**src/rtl/hazard_ctrl_if.sv**
```systemverilog
// Pipeline-side bundle for hazard_ctrl: stage instructions and destination
// registers in, freeze/flush and mult/div sequencing controls out.
interface hazard_ctrl_if;
  logic [31:0] Instr_D;
  logic [31:0] Instr_E;
  logic [31:0] Instr_M;
  logic [4:0]  A3E;
  logic [4:0]  A3M;
  logic        DStall;
  logic        EClr;
  logic        MDUStart;
  logic        MDUBusy;

  // Pipeline datapath side: presents stage contents, consumes controls.
  modport master (
    output Instr_D, Instr_E, Instr_M, A3E, A3M,
    input  DStall, EClr, MDUStart, MDUBusy
  );

  // Hazard controller side.
  modport slave (
    input  Instr_D, Instr_E, Instr_M, A3E, A3M,
    output DStall, EClr, MDUStart, MDUBusy
  );
endinterface

```
**src/rtl/hazard_ctrl.sv**
```systemverilog
// Hazard and stall controller for the five-stage MIPS pipeline.
// Compares D-stage sources against E/M destinations with Tuse/Tnew rules and
// sequences the multi-cycle mult/div unit with a busy down-counter.
// Optional feature: define HAZARD_MDU_STALL_EN to build the mult/div counter
// and its stall; when undefined MDUStart/MDUBusy are tied low and only the
// data-hazard stall remains.
module hazard_ctrl #(
  parameter int unsigned MULT_CYC = 5,
  parameter int unsigned DIV_CYC  = 10
) (
  input logic         Clk,
  input logic         Reset,
  hazard_ctrl_if.slave hz
);

  typedef enum logic [3:0] {
    ClsNop,
    ClsCalR,
    ClsShift,
    ClsCalI,
    ClsLui,
    ClsLoad,
    ClsStore,
    ClsBranch,
    ClsJr,
    ClsJal,
    ClsJ,
    ClsMd,
    ClsMf,
    ClsMt
  } instr_cls_e;

  // Tuse is 0..2; TuseInf marks a register that is not read, so it never
  // compares below any Tnew (max 2).
  localparam logic [1:0] TuseInf = 2'd3;

  // Opcode / funct decode into instruction classes. All-zero words and
  // unrecognised encodings are nops.
  function automatic instr_cls_e decode(input logic [31:0] instr);
    instr_cls_e cls;
    logic [5:0] op;
    logic [5:0] fn;
    op  = instr[31:26];
    fn  = instr[5:0];
    cls = ClsNop;
    if (instr != 32'd0) begin
      case (op)
        6'h00: begin
          case (fn)
            6'h21, 6'h23, 6'h24, 6'h25, 6'h2a, 6'h2b: cls = ClsCalR;
            6'h00:                                   cls = ClsShift;
            6'h08:                                   cls = ClsJr;
            6'h18, 6'h19, 6'h1a, 6'h1b:              cls = ClsMd;
            6'h10, 6'h12:                            cls = ClsMf;
            6'h11, 6'h13:                            cls = ClsMt;
            default:                                 cls = ClsNop;
          endcase
        end
        6'h0d, 6'h09: cls = ClsCalI;
        6'h0f:        cls = ClsLui;
        6'h23:        cls = ClsLoad;
        6'h2b:        cls = ClsStore;
        6'h04, 6'h05: cls = ClsBranch;
        6'h03:        cls = ClsJal;
        6'h02:        cls = ClsJ;
        default:      cls = ClsNop;
      endcase
    end
    return cls;
  endfunction

  instr_cls_e cls_d, cls_e, cls_m;
  logic [1:0] tuse_rs, tuse_rt;
  logic [1:0] tnew_e, tnew_m;
  logic [4:0] rs_d, rt_d;
  logic       stall_rs, stall_rt, stall_mdu;
  logic       mdu_start, mdu_busy;

  assign rs_d = hz.Instr_D[25:21];
  assign rt_d = hz.Instr_D[20:16];

  // Classify each stage and derive Tuse (D) and Tnew (E, M).
  always_comb begin
    cls_d   = decode(hz.Instr_D);
    cls_e   = decode(hz.Instr_E);
    cls_m   = decode(hz.Instr_M);
    tuse_rs = TuseInf;
    tuse_rt = TuseInf;
    tnew_e  = 2'd0;
    tnew_m  = 2'd0;

    case (cls_d)
      ClsBranch: begin
        tuse_rs = 2'd0;
        tuse_rt = 2'd0;
      end
      ClsJr:     tuse_rs = 2'd0;
      ClsCalR, ClsMd: begin
        tuse_rs = 2'd1;
        tuse_rt = 2'd1;
      end
      ClsShift:  tuse_rt = 2'd1;
      ClsCalI, ClsLoad, ClsMt: tuse_rs = 2'd1;
      ClsStore: begin
        tuse_rs = 2'd1;
        tuse_rt = 2'd2;
      end
      default: ;
    endcase

    case (cls_e)
      ClsLoad:                                 tnew_e = 2'd2;
      ClsCalR, ClsShift, ClsCalI, ClsLui, ClsMf: tnew_e = 2'd1;
      default:                                 tnew_e = 2'd0;
    endcase

    if (cls_m == ClsLoad) begin
      tnew_m = 2'd1;
    end
  end

  // Data hazard: a source still awaited from E or M after its use point.
  always_comb begin
    stall_rs = (rs_d != 5'd0) &&
               (((rs_d == hz.A3E) && (tuse_rs < tnew_e)) ||
                ((rs_d == hz.A3M) && (tuse_rs < tnew_m)));
    stall_rt = (rt_d != 5'd0) &&
               (((rt_d == hz.A3E) && (tuse_rt < tnew_e)) ||
                ((rt_d == hz.A3M) && (tuse_rt < tnew_m)));
  end

`ifdef HAZARD_MDU_STALL_EN
  localparam logic [3:0] MultCnt = 4'(MULT_CYC);
  localparam logic [3:0] DivCnt  = 4'(DIV_CYC);

  logic [3:0] cnt_q, cnt_d;
  logic       md_d;

  assign md_d = (cls_d == ClsMd) || (cls_d == ClsMf) || (cls_d == ClsMt);

  // Launch only from idle; an md reaching E while busy is ignored.
  always_comb begin
    mdu_busy  = (cnt_q != 4'd0);
    mdu_start = (cls_e == ClsMd) && (cnt_q == 4'd0);
    stall_mdu = md_d && (mdu_busy || mdu_start);
  end

  // Counter next state: load on launch (funct bit 1 separates div from mult),
  // otherwise count down to zero and hold.
  always_comb begin
    cnt_d = cnt_q;
    if (mdu_start) begin
      cnt_d = hz.Instr_E[1] ? DivCnt : MultCnt;
    end else if (cnt_q != 4'd0) begin
      cnt_d = cnt_q - 4'd1;
    end
  end

  // Busy counter register with synchronous reset.
  always_ff @(posedge Clk) begin
    if (Reset) begin
      cnt_q <= 4'd0;
    end else begin
      cnt_q <= cnt_d;
    end
  end
`else
  logic unused_mdu;

  assign unused_mdu = ^{Clk, 4'(MULT_CYC), 4'(DIV_CYC)};

  // No mult/div sequencing in this build.
  always_comb begin
    mdu_busy  = 1'b0;
    mdu_start = 1'b0;
    stall_mdu = 1'b0;
  end
`endif

  // Outputs are held low while Reset is asserted.
  always_comb begin
    hz.DStall   = 1'b0;
    hz.EClr     = 1'b0;
    hz.MDUStart = 1'b0;
    hz.MDUBusy  = 1'b0;
    if (!Reset) begin
      hz.DStall   = stall_rs | stall_rt | stall_mdu;
      hz.EClr     = stall_rs | stall_rt | stall_mdu;
      hz.MDUStart = mdu_start;
      hz.MDUBusy  = mdu_busy;
    end
  end

endmodule
```
**src/flat_wrapper.sv**
```systemverilog
// flat-port wrapper written by rule: the top's interface ports become plain ports
module hazard_ctrl_flat 
#(
  parameter int unsigned MULT_CYC = 5,
  parameter int unsigned DIV_CYC  = 10
)
  (Clk, Reset, hz_Instr_D, hz_Instr_E, hz_Instr_M, hz_A3E, hz_A3M, hz_DStall, hz_EClr, hz_MDUStart, hz_MDUBusy);
  hazard_ctrl_if hz_i ();
  input logic Clk;
  input logic Reset;
  input wire logic [$bits(hz_i.Instr_D)-1:0] hz_Instr_D;
  input wire logic [$bits(hz_i.Instr_E)-1:0] hz_Instr_E;
  input wire logic [$bits(hz_i.Instr_M)-1:0] hz_Instr_M;
  input wire logic [$bits(hz_i.A3E)-1:0] hz_A3E;
  input wire logic [$bits(hz_i.A3M)-1:0] hz_A3M;
  output wire logic [$bits(hz_i.DStall)-1:0] hz_DStall;
  output wire logic [$bits(hz_i.EClr)-1:0] hz_EClr;
  output wire logic [$bits(hz_i.MDUStart)-1:0] hz_MDUStart;
  output wire logic [$bits(hz_i.MDUBusy)-1:0] hz_MDUBusy;
  assign hz_i.Instr_D = hz_Instr_D;
  assign hz_i.Instr_E = hz_Instr_E;
  assign hz_i.Instr_M = hz_Instr_M;
  assign hz_i.A3E = hz_A3E;
  assign hz_i.A3M = hz_A3M;
  assign hz_DStall = hz_i.DStall;
  assign hz_EClr = hz_i.EClr;
  assign hz_MDUStart = hz_i.MDUStart;
  assign hz_MDUBusy = hz_i.MDUBusy;
  hazard_ctrl #(.MULT_CYC(MULT_CYC), .DIV_CYC(DIV_CYC)) u_core (.Clk(Clk), .Reset(Reset), .hz(hz_i));
endmodule
```
**config.mk**
```make
export PLATFORM = sky130hd
export DESIGN_NAME = hazard_ctrl_flat
export DESIGN_NICKNAME = d
export VERILOG_FILES = /design/src/rtl/hazard_ctrl_if.sv /design/src/rtl/hazard_ctrl.sv /design/src/flat_wrapper.sv
export SDC_FILE = /design/constraint.sdc
export NUM_CORES = 1
export LEC_CHECK = 0
export ABC_AREA = 1
export CAP_MARGIN = 20
export CORE_ASPECT_RATIO = 1.2
export CORE_UTILIZATION = 29
export DETAILED_ROUTE_END_ITERATION = 16
export GPL_ROUTABILITY_DRIVEN = 0
export PLACE_DENSITY = 0.8
export SETUP_SLACK_MARGIN = 0.3
export SLEW_MARGIN = 20
export SYNTH_ARGS = -nofsm -noshare
export SYNTH_HDL_FRONTEND = slang
export SYNTH_SLANG_ARGS = --single-unit
```
**constraint.sdc**
```tcl
create_clock -name vclk -period 3.85
set_clock_uncertainty 0.2 [all_clocks]
set_input_delay 0.77 -clock vclk [all_inputs]
set_output_delay 0.77 -clock vclk [all_outputs]
set_load 0.005 [all_outputs]
```
**Run 1: metal 1**

Scale: 8 px per um. Supply wires on this layer in grey.
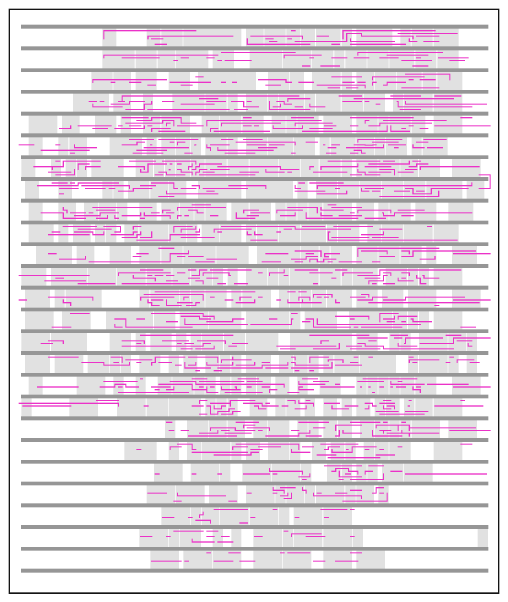
main direction: horizontal
longest straight run: 22.1 um
wire length on this layer: 2200 um
share of all routed wire: 36%
Final Routed Wirelength: 6150 um
vias: 2336
met1 global-route usage: 27.9%

**Run 1: the metal 3 layer**

Scale: 4 px per um.
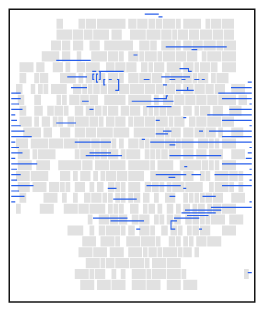
longest straight run: 25.1 um
nets with wire on the layer: 90
global-route met3 utilization: 3.19%

**Run 1: metal 4**

Scale: 6 px per um. Supply wires on this layer in grey.
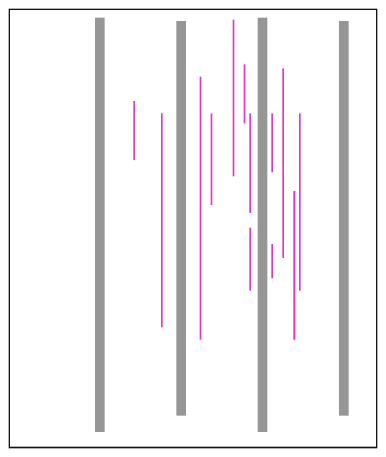
wire length on this layer: 265 um
nets with wire on the layer: 13

==> run notes <==
flow finished, numbers: status=complete, but fails checks, failing checks=setup timing, drt drc=0, # setup viols final=2, Hold Path Stages=6, met2 wire len=roughly 3300 um, kind of critical path=input port to output pin, Area growth syn-to-layout=137%, top area contributor share=~17%, Worst VDD drop=about 40 uV, remaining antenna violation count=0, clock network fraction of design power=0%, highest routed metal layer=met4, leakage dissipation=1.44 nW, Dominant comb cell=simple AND/OR/NAND/NOR gates, CP Launch Type=input port, CP top delay family=buffers and inverters, Tot GR Track Use=between 20% and 30%, Rows=25, DPL Wire Length=around 3800 um, fin nets=520, worst hold slack=1.95 ns, Largest Pwr Group=combinational cells, Worst path max stage delay=0.28 ns, # IOs=112, Initial DRC Count=202, Synth Area in Compound Gates=about an eighth, Ys Warns=0, Final Max Tran Viols=0, count of unique library cells instantiated by Yosys=29, Critical Path RT=2.88 ns, drt via density=5.06, Setup WS post-layout=-0.560 ns, CP Data Arrival Time=3.44 ns, sw power=0.113 mW, chip height=72.8 um, comb pwr=0.257 mW
[run 1: worst max-delay path by stage]
stage | start | endpoint | slack (ns) | cells after the start
after floorplan | hz_Instr_D[30] | hz_EClr | 0.06 | 20
after global placement | hz_Instr_D[30] | hz_DStall | -1.05 | 24
after detailed placement | hz_Instr_D[30] | hz_EClr | -1.15 | 20
after CTS | hz_Instr_D[30] | hz_EClr | -0.43 | 25
after global routing | hz_Instr_D[30] | hz_EClr | -0.68 | 25
final | hz_Instr_D[30] | hz_EClr | -0.56 | 25
[run 1: layout make-up]
type | count | area, sq um
fill | 312 | 1110
tap | 54 | 67.6
timing repair buffer | 166 | 1410
inverter | 44 | 194
multi-input combinational | 198 | 1190
[run 1: repair_timing]
item	CTS	global route
endpoints found under the setup margin	2	2
setup buffers	32	7
gates resized	83	37
pin swaps	37	28
Power is estimated from default activity; no workload was simulated.
